<file path="config.mk">
export PLATFORM = sky130hd
export DESIGN_NAME = fetch_unit
export DESIGN_NICKNAME = d
export VERILOG_FILES = /design/src/rtl/fetch_unit.sv
export SDC_FILE = /design/constraint.sdc
export NUM_CORES = 1
export LEC_CHECK = 0
export ABC_AREA = 1
export CAP_MARGIN = 20
export CORE_UTILIZATION = 35
export CTS_CLUSTER_SIZE = 40
export DETAILED_ROUTE_END_ITERATION = 8
export HOLD_SLACK_MARGIN = 0.06
export PLACE_DENSITY_LB_ADDON = 0.12
export SLEW_MARGIN = 15
export SYNTH_ARGS = -nofsm -noshare
export SYNTH_HDL_FRONTEND = slang
export SYNTH_SLANG_ARGS = --single-unit
</file>
<file path="constraint.sdc">
create_clock -name clk -period 4.72 [get_ports clk]
set_input_delay 0.708 -clock clk [delete_from_list [all_inputs] [get_ports clk]]
set_output_delay 0.708 -clock clk [all_outputs]
set_load 0.1 [all_outputs]
</file>
<file path="src/rtl/fetch_unit.sv">
`default_nettype none
// ============================================================================
// Module  : fetch_unit
// Brief   : Instruction prefetcher with a DEPTH-entry byte FIFO and jump flush.
// Revision: 1.0 - initial release
// ============================================================================
module fetch_unit #(
    parameter int DEPTH = 4
) (
    input  logic       clk,
    input  logic       rst,
    output logic [7:0] memAddr,
    output logic       memReq,
    input  logic       memAck,
    input  logic [7:0] memData,
    output logic [7:0] instr,
    output logic [7:0] instrPC,
    output logic       instrValid,
    input  logic       instrTake,
    input  logic       jump,
    input  logic [7:0] jumpAddr
);

    localparam int PTR_W = $clog2(DEPTH);
    localparam logic [PTR_W:0] FULL_COUNT = (PTR_W + 1)'(DEPTH);

    typedef enum logic [1:0] {
        IDLE    = 2'd0,
        WAIT    = 2'd1,
        DISCARD = 2'd2
    } state_t;

    state_t           state_q, state_d;
    logic [7:0]       fetchPC_q, fetchPC_d;
    logic [7:0]       memAddr_q, memAddr_d;
    logic             memReq_q, memReq_d;

    logic [7:0]       fifoData_q [DEPTH];
    logic [7:0]       fifoPC_q   [DEPTH];
    logic [PTR_W-1:0] rdPtr_q, wrPtr_q;
    logic [PTR_W:0]   count_q;

    logic             push;
    logic             flush;
    logic             pop;

    always_ff @(posedge clk) begin
        if (rst) begin
            state_q   <= IDLE;
            fetchPC_q <= 8'h00;
            memAddr_q <= 8'h00;
            memReq_q  <= 1'b0;
        end else begin
            state_q   <= state_d;
            fetchPC_q <= fetchPC_d;
            memAddr_q <= memAddr_d;
            memReq_q  <= memReq_d;
        end
    end

    always_comb begin
        state_d   = state_q;
        fetchPC_d = fetchPC_q;
        memAddr_d = memAddr_q;
        memReq_d  = memReq_q;
        push      = 1'b0;
        flush     = 1'b0;
        case (state_q)
            IDLE: begin
                if (jump) begin
                    state_d   = WAIT;
                    memReq_d  = 1'b1;
                    memAddr_d = jumpAddr;
                    fetchPC_d = jumpAddr;
                    flush     = 1'b1;
                end else if (count_q < FULL_COUNT) begin
                    state_d   = WAIT;
                    memReq_d  = 1'b1;
                    memAddr_d = fetchPC_q;
                end else begin
                    memReq_d  = 1'b0;
                end
            end
            WAIT: begin
                if (jump) begin
                    // The in-flight byte belongs to the old stream; drop it.
                    flush     = 1'b1;
                    fetchPC_d = jumpAddr;
                    if (memAck) begin
                        state_d  = IDLE;
                        memReq_d = 1'b0;
                    end else begin
                        state_d  = DISCARD;
                    end
                end else if (memAck) begin
                    push      = 1'b1;
                    fetchPC_d = fetchPC_q + 8'd1;
                    state_d   = IDLE;
                    memReq_d  = 1'b0;
                end
            end
            DISCARD: begin
                if (jump) begin
                    fetchPC_d = jumpAddr;
                end
                if (memAck) begin
                    state_d  = IDLE;
                    memReq_d = 1'b0;
                end
            end
            default: begin
                state_d  = IDLE;
                memReq_d = 1'b0;
            end
        endcase
    end

    // A flush on jump takes priority over a simultaneous consumer pop.
    assign pop = instrTake && (count_q != '0) && !flush;

    always_ff @(posedge clk) begin
        if (rst || flush) begin
            rdPtr_q <= '0;
            wrPtr_q <= '0;
            count_q <= '0;
        end else begin
            if (push) begin
                wrPtr_q <= wrPtr_q + 1'b1;
            end
            if (pop) begin
                rdPtr_q <= rdPtr_q + 1'b1;
            end
            case ({push, pop})
                2'b10:   count_q <= count_q + 1'b1;
                2'b01:   count_q <= count_q - 1'b1;
                default: count_q <= count_q;
            endcase
        end
    end

    always_ff @(posedge clk) begin
        if (push) begin
            fifoData_q[wrPtr_q] <= memData;
            fifoPC_q[wrPtr_q]   <= memAddr_q;
        end
    end

    assign memReq     = memReq_q;
    assign memAddr    = memAddr_q;
    assign instrValid = (count_q != '0);
    assign instr      = instrValid ? fifoData_q[rdPtr_q] : 8'h00;
    assign instrPC    = instrValid ? fifoPC_q[rdPtr_q]   : 8'h00;

endmodule
`default_nettype wire

</file>
**Cell classes on the final placement**

Bar = 20 um.
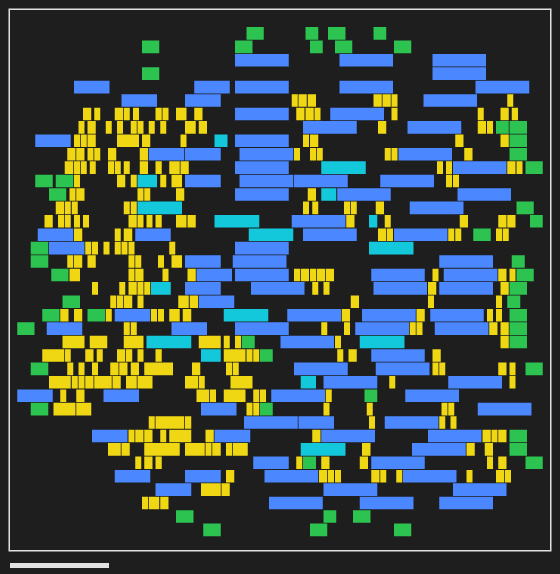
Yellow stands for remaining logic cells, cells 300, share of their area 31%. Cyan stands for clock drivers and dummy loads, cells 16, share of their area 6.1%. Green stands for remaining buffers and delay cells, cells 52, share of their area 10%. Blue stands for registers, cells 92, share of their area 53%.
Final Cell Area: 4902 sq um
register share of the cell area: 50.64%
Util after Layout: 44.44%

**Routed clock nets over the placement**

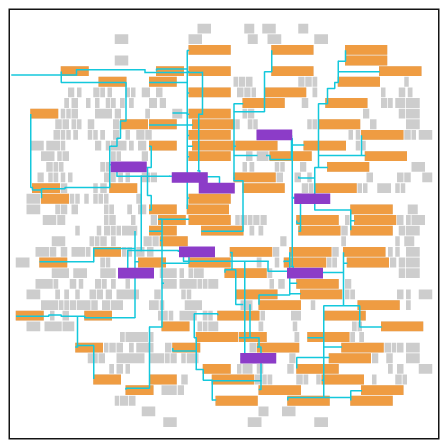
Orange stands for flip-flops, count 92. Purple stands for clock-net drivers, count 9. Cyan stands for clock wires, length 1100 um.
Position of the flops: widely spread.

**Cell sizes after repair**

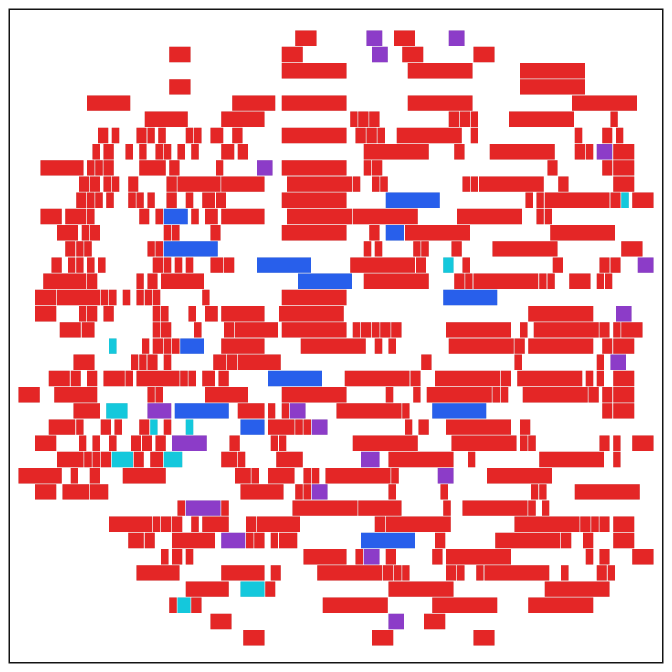
Purple stands for x3 and x4, cells 19. Red stands for x1 and smaller, cells 418. Cyan stands for x2, cells 10. Blue stands for x6 and larger, cells 13.

**Signal wires on met1**

Supply wires on this layer in gray.
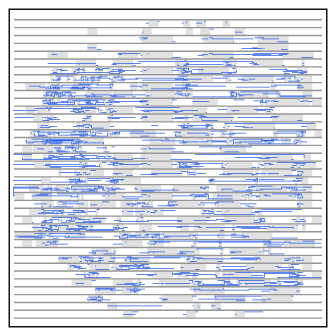
The layer holds 46% of the routed length. The wires run mostly horizontal. The longest straight run is 41.9 um.
met1 global-route usage: 18.42%
routed via count: 2878

==> impl_metrics.py <==
# Generated from Yosys and OpenROAD reports
metrics = {
    "status": {
        "status": "finished, final reports clean",
    },
    "synthesis": {
        "syn_nets": 440,
        "synthDistinctLibCells": 33,
        "synth_top_area_share_pct": 47.54,
        "syn_inst": 408,
        "yosysWarnings": 0,
        "ys_ff": 92,
        "syn_avg_cell_area_sq_um": 9.908,
        "ys_top_cells_by_area": "edfxtp_1 (48%), dfxtp_1 (14%), nor2_1 (8.3%)",
        "async_flop_share_pct": 0,
        "ys_area_sq_um": 4043,
        "ys_cells": 408,
    },
    "grt": {
        "first_global_vias": 2740,
        "grt_pass1_wl_mm": 13.45,
        "track_usage_pct": 14.99,
        "grt_max_degree": 33,
    },
    "routing": {
        "wl_per_cell_um": 14.16,
        "drt_first_iter_violations": 127,
        "viasPerCell": 4.797,
    },
    "placed_design": {
        "routabilityCongestion": 0.8331,
        "io_buffers": 46,
        "dp_cells": 584,
    },
    "timing": {
        "setup_tns_ps": 0,
        "max_freq_mhz": 255.7,
        "period_minus_slack_ps": 3911,
    },
    "floorplan": {
        "io_pins": 47,
        "initCoreUtil_pct": 36.65,
        "dieArea_sq_um": 11980,
        "chipWidth_um": 109.5,
    },
    "finish": {
        "diodes": 0,
        "area_delta_synth_final_pct": 21.26,
        "mostFrequentLayoutCell": "nor2_1",
    },
    "critical_path": {
        "crit_path_end_kind": "primary output",
        "reg2reg_depth": 12,
        "crit_required_ps": 4010,
        "critPathLaunchType": "register",
    },
    "clocking": {
        "clock_latency_ps": 340,
    },
    "pwr": {
        "peakVddDrop_uv": 204.4,
        "p_total_mw": 1.809,
        "p_leak_nw": 1.757,
        "powerDensity_nw_per_um2": 369.0,
        "switchingPower_mw": 0.4933,
    },
}
cell type report:
cell class / instances / area, sq um
clock buffer: 9 / 225.2
clock inverter: 7 / 63.81
fill: 1082 / 6128
inverter: 29 / 108.9
multi-input combinational: 271 / 1359
sequential: 92 / 2482
tap: 140 / 175.2
timing repair buffer: 52 / 488.0
registers in the layout (all words and copies together) (netlist names), named ones only:
register / flops
rdPtr_q: 2
memAddr: 8
wrPtr_q: 2
fifoPC_q: 32
count_q: 3
fetchPC_q: 8
state_q: 2
fifoData_q: 32
memReq: 1
cell families (layout without fill, tap and decap cells):
group	count (synthesis)	count (layout)	synth area share (%)
xor+xnor	1	1	0.2167
buf+inv	45	97	4.983
fa+ha+maj	11	11	3.590
compound gates	102	102	13.68
flops	92	92	61.41
simple gates	157	157	16.13
power groups by stage:
stage | Combinational, mW | Clock, mW | Sequential [mW]
final | 0.204 | 0.696 | 0.910
after global routing | 0.221 | 0.740 | 0.913
after CTS | 0.205 | 0.712 | 0.910
after detailed placement | 0.204 | 0 | 0.928
after global placement | 0.204 | 0 | 0.928
after floorplan | 0.0967 | 0 | 0.974
critical path: cells and delay by family, from the launching register on:
kind            cells  cell delay (ps)
compound gates      2              270
buf+inv             2             1660
flops               1              750
simple gates        1              180
metal layers:
metal  part of all wire, %  track usage, %  vias up
met2                    48           26.15       66
li1                      -               -     1485
met4                  0.91           4.571        0
met1                    46           18.42     1320
met5                     0               0        -
met3                   4.8           3.379        7
through the flow:
step                      worst slack (ps)  instance area (sq um)
after floorplan                       1670                   4043
after global placement                1215                   4613
after detailed placement              1114                   4613
after CTS                            746.9                   4902
after global routing                 568.3                   4902
final                                809.5                   4902
Power figures rest on the tool's default switching activity, not on a simulated workload.
